File: config.mk
export PLATFORM = sky130hd
export DESIGN_NAME = mem_req_queue
export DESIGN_NICKNAME = d
export VERILOG_FILES = /design/src/rtl/mem_req_pkg.sv /design/src/rtl/req_fifo.sv /design/src/rtl/mem_req_queue.sv
export SDC_FILE = /design/constraint.sdc
export NUM_CORES = 1
export LEC_CHECK = 0
export CORE_MARGIN = 1.5
export CORE_UTILIZATION = 50
export CTS_BUF_LIST = sky130_fd_sc_hd__clkbuf_2 sky130_fd_sc_hd__clkbuf_4 sky130_fd_sc_hd__clkbuf_8
export CTS_CLUSTER_SIZE = 25
export DETAILED_ROUTE_END_ITERATION = 8
export PLACE_DENSITY = 0.8
export REMOVE_ABC_BUFFERS = 1
export SLEW_MARGIN = 20
export SYNTH_ARGS = -nofsm -noshare
export SYNTH_HDL_FRONTEND = slang
export SYNTH_SLANG_ARGS = --single-unit
File: constraint.sdc
create_clock -name clk -period 5.3 [get_ports clk]
set_input_delay 0.53 -clock clk [delete_from_list [all_inputs] [get_ports clk]]
set_output_delay 0.53 -clock clk [all_outputs]
set_load 0.01 [all_outputs]
File: src/rtl/mem_req_pkg.sv
// Shared types for the memory request queue front end.
// Request entry bundle and issue FSM state encoding.
package mem_req_pkg;

    localparam int ADDR_W = 8;
    localparam int DATA_W = 8;

    typedef struct packed {
        logic              we;
        logic [ADDR_W-1:0] addr;
        logic [DATA_W-1:0] din;
    } req_entry_t;

    typedef enum logic [0:0] {
        IDLE  = 1'b0,
        ISSUE = 1'b1
    } issue_state_t;

endpackage

File: src/rtl/req_fifo.sv
// Request FIFO with a combinational head view.
// Occupancy count keeps full and empty unambiguous.
module req_fifo
    import mem_req_pkg::*;
#(
    parameter int DEPTH = 4
) (
    input  logic       clk,
    input  logic       rst_n,
    input  logic       push,
    input  logic       pop,
    input  req_entry_t din,
    output req_entry_t head,
    output logic       full,
    output logic       empty
);

    localparam int AW = $clog2(DEPTH);
    localparam logic [AW:0] FULL_CNT = (AW + 1)'(DEPTH);

    req_entry_t    mem [DEPTH];
    logic [AW-1:0] wr_ptr;
    logic [AW-1:0] rd_ptr;
    logic [AW:0]   count;
    logic          do_push;
    logic          do_pop;

    assign full    = (count == FULL_CNT);
    assign empty   = (count == '0);
    assign do_push = push && !full;
    assign do_pop  = pop && !empty;
    assign head    = mem[rd_ptr];

    always_ff @(posedge clk or negedge rst_n) begin
        if (!rst_n) begin
            wr_ptr <= '0;
            rd_ptr <= '0;
            count  <= '0;
        end else begin
            if (do_push) wr_ptr <= wr_ptr + 1'b1;
            if (do_pop)  rd_ptr <= rd_ptr + 1'b1;
            if (do_push && !do_pop)      count <= count + 1'b1;
            else if (do_pop && !do_push) count <= count - 1'b1;
        end
    end

    // Storage needs no reset; occupancy alone decides what is valid.
    always_ff @(posedge clk) begin
        if (do_push) mem[wr_ptr] <= din;
    end

endmodule

File: src/rtl/mem_req_queue.sv
// Buffers byte load/store requests and issues them one at a time.
// Optional statistics counters: define MEM_REQ_QUEUE_STATS_EN.
module mem_req_queue
    import mem_req_pkg::*;
#(
    parameter int DEPTH = 4
) (
    input  logic              clk,
    input  logic              rst_n,
    input  logic              req_valid,
    output logic              req_ready,
    input  logic              req_we,
    input  logic [ADDR_W-1:0] req_addr,
    input  logic [DATA_W-1:0] req_din,
    output logic              rsp_valid,
    output logic              rsp_we,
    output logic [DATA_W-1:0] rsp_data,
    output logic              u_request,
    output logic              u_we,
    output logic [ADDR_W-1:0] u_addr,
    output logic [DATA_W-1:0] u_din,
    input  logic              u_ready,
    input  logic [DATA_W-1:0] u_dout,
    output logic [15:0]       stat_reads,
    output logic [15:0]       stat_writes,
    output logic [15:0]       stat_wait
);

    issue_state_t state;
    req_entry_t   head;
    req_entry_t   entry;
    logic         full;
    logic         empty;
    logic         pop;
    logic         done;

    assign req_ready = !full;
    assign entry     = '{we: req_we, addr: req_addr, din: req_din};
    assign pop       = (state == IDLE) && !empty;
    assign done      = (state == ISSUE) && u_ready;

    req_fifo #(
        .DEPTH (DEPTH)
    ) u_fifo (
        .clk   (clk),
        .rst_n (rst_n),
        .push  (req_valid),
        .pop   (pop),
        .din   (entry),
        .head  (head),
        .full  (full),
        .empty (empty)
    );

    always_ff @(posedge clk or negedge rst_n) begin
        if (!rst_n) begin
            state     <= IDLE;
            u_request <= 1'b0;
            u_we      <= 1'b0;
            u_addr    <= '0;
            u_din     <= '0;
            rsp_valid <= 1'b0;
            rsp_we    <= 1'b0;
            rsp_data  <= '0;
        end else begin
            rsp_valid <= 1'b0;
            unique case (state)
                IDLE: begin
                    if (pop) begin
                        u_we      <= head.we;
                        u_addr    <= head.addr;
                        u_din     <= head.din;
                        u_request <= 1'b1;
                        state     <= ISSUE;
                    end
                end
                ISSUE: begin
                    // Dropping to IDLE guarantees a one-cycle request gap.
                    if (done) begin
                        u_request <= 1'b0;
                        rsp_valid <= 1'b1;
                        rsp_we    <= u_we;
                        rsp_data  <= u_we ? '0 : u_dout;
                        state     <= IDLE;
                    end
                end
                default: state <= IDLE;
            endcase
        end
    end

`ifdef MEM_REQ_QUEUE_STATS_EN
    logic [15:0] reads_q;
    logic [15:0] writes_q;
    logic [15:0] wait_q;

    always_ff @(posedge clk or negedge rst_n) begin
        if (!rst_n) begin
            reads_q  <= '0;
            writes_q <= '0;
            wait_q   <= '0;
        end else begin
            if (done && !u_we && reads_q != 16'hFFFF)
                reads_q <= reads_q + 16'd1;
            if (done && u_we && writes_q != 16'hFFFF)
                writes_q <= writes_q + 16'd1;
            if (u_request && wait_q != 16'hFFFF)
                wait_q <= wait_q + 16'd1;
        end
    end

    assign stat_reads  = reads_q;
    assign stat_writes = writes_q;
    assign stat_wait   = wait_q;
`else
    assign stat_reads  = 16'h0000;
    assign stat_writes = 16'h0000;
    assign stat_wait   = 16'h0000;
`endif

endmodule

detail.png
Window x 47 to 97, y 47 to 97 um. Cells in gray, sequential cells in the stronger gray; small squares are vias.
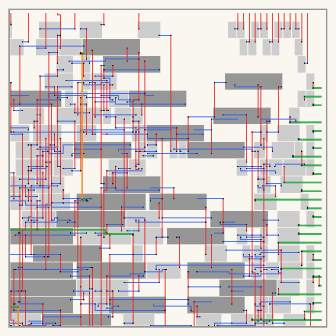
Key: orange = metal 4; red = metal 2; blue = metal 1; green = metal 3
Sequential cells in the window: 26. 134 logic cells have their middle in the window. Netlist names of flops here include u_fifo.mem (9), rsp_data (5), u_fifo.count (3). Most frequent: conb_1 (26), clkdlybuf4s50_1 (20), dfrtp_1 (17).

==> run notes <==
Reports from this run.

- The full die area reads 9350 um2.
- The clock tree root buffer cell reads clkbuf_8.
- The share of Yosys cell area claimed by the top area cell type is 0.465.
- Yosys reports that the most numerous cell types are 68 x edfxtp_1, 48 x buf_4, 36 x dfrtp_1.
- The number of synthesized register bits reads 104.
- Of the total synthesized cell area, the portion taken by AND-OR and OR-AND cells is 0.0137.
- The critical path required time reads 5.58 ns.
- Including well taps, the total number of placed cells is 411.
- The maximum fanout count along the critical path is 7.
- The starting utilization of the core area is 0.509.
- The leakage power summed over all cells is 1.95 nW.
- The measured slew at the worst slew-check pin reads 1.03 ns.
- Setup repair after global routing left no endpoint under its margin.
- The estimated wirelength of the detail-placed design is 4230 um.
- The clock slew at the register clock pins of the worst setup and hold paths reads 0.10 ns.
- The core box area is 8640 um2.
- The flow ran to the end, and the final reports show no timing, DRC or antenna violations.
- The final sum of negative setup slack reads 0 ns.
- The setup path with the least slack is of type primary input to flop.
- The main flop type reads edfxtp_1.
- The layout-stage area growth over the synthesis result is 14.9%.
- The arrival time of data at the critical path endpoint reads 2.56 ns.
layer_met3.png
(4 px per um) Cells faint in the background.
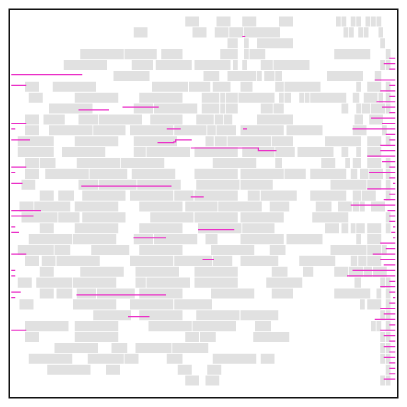
The wires run mostly horizontal. 81 nets have wire on it.
met3 global-route usage: 0.0419
routed vias: 2,037
overall routed net length: 6360 um

-- cells by family after synthesis --
kind of cell | count (synthesis)
AOI/OAI and AO/OA | 11
xor gates and xnor gates | 6
adders and majority gates | 6
buffers and inverters | 62
DFF | 104
muxes | 37
other | 1
and+or+nand+nor | 27
-- critical path, cell delays in order --
cell,delay (ns)
clkdlybuf4s50_1,0.45
a21boi_1,0.42
ha_1,0.28
inv_1,0.06
fa_1,0.38
xor2_1,0.16
nor2_1,0.12
xor2_1,0.16
-- final cells by class --
cell class | instances | area share
multi-input combinational | 135 | 0.235
tap | 108 | 0.0268
clock buffer | 10 | 0.0273
sequential | 104 | 0.583
inverter | 6 | 0.00446
clock inverter | 6 | 0.00992
timing repair buffer | 58 | 0.114
-- state kept, by name, summed over array words and instances, names as in the netlist --
register       cells
u_fifo.mem        68
rsp_data           8
u_addr             8
u_din              8
u_fifo.count       3
u_fifo.rd_ptr      2
u_fifo.wr_ptr      2
rsp_valid          1
rsp_we             1
state              1
u_request          1
u_we               1
-- through the flow --
step	utilization	power, mW	area [um2]
2_1_floorplan	-	1.78	4150
3_5_place_dp	0.563	2.16	4860
4_1_cts	0.584	2.62	5050
5_1_grt	0.584	2.73	5050
6_report	0.584	2.58	5050
3_3_place_gp	0.563	2.13	4860
-- per-layer routing --
layer,GRT usage,wire length (um)
met5,0,0
met2,0.241,3270
met4,0.0580,66
met3,0.0419,359
met1,0.184,2660
-- power by group --
part           switching (mW)  internal (mW)  leakage (nW)
sequential              0.165           1.12          1.06
clock                   0.265          0.190        0.0914
combinational           0.334          0.514         0.807
No activity file was given, so power comes from the tool's default toggle rates.
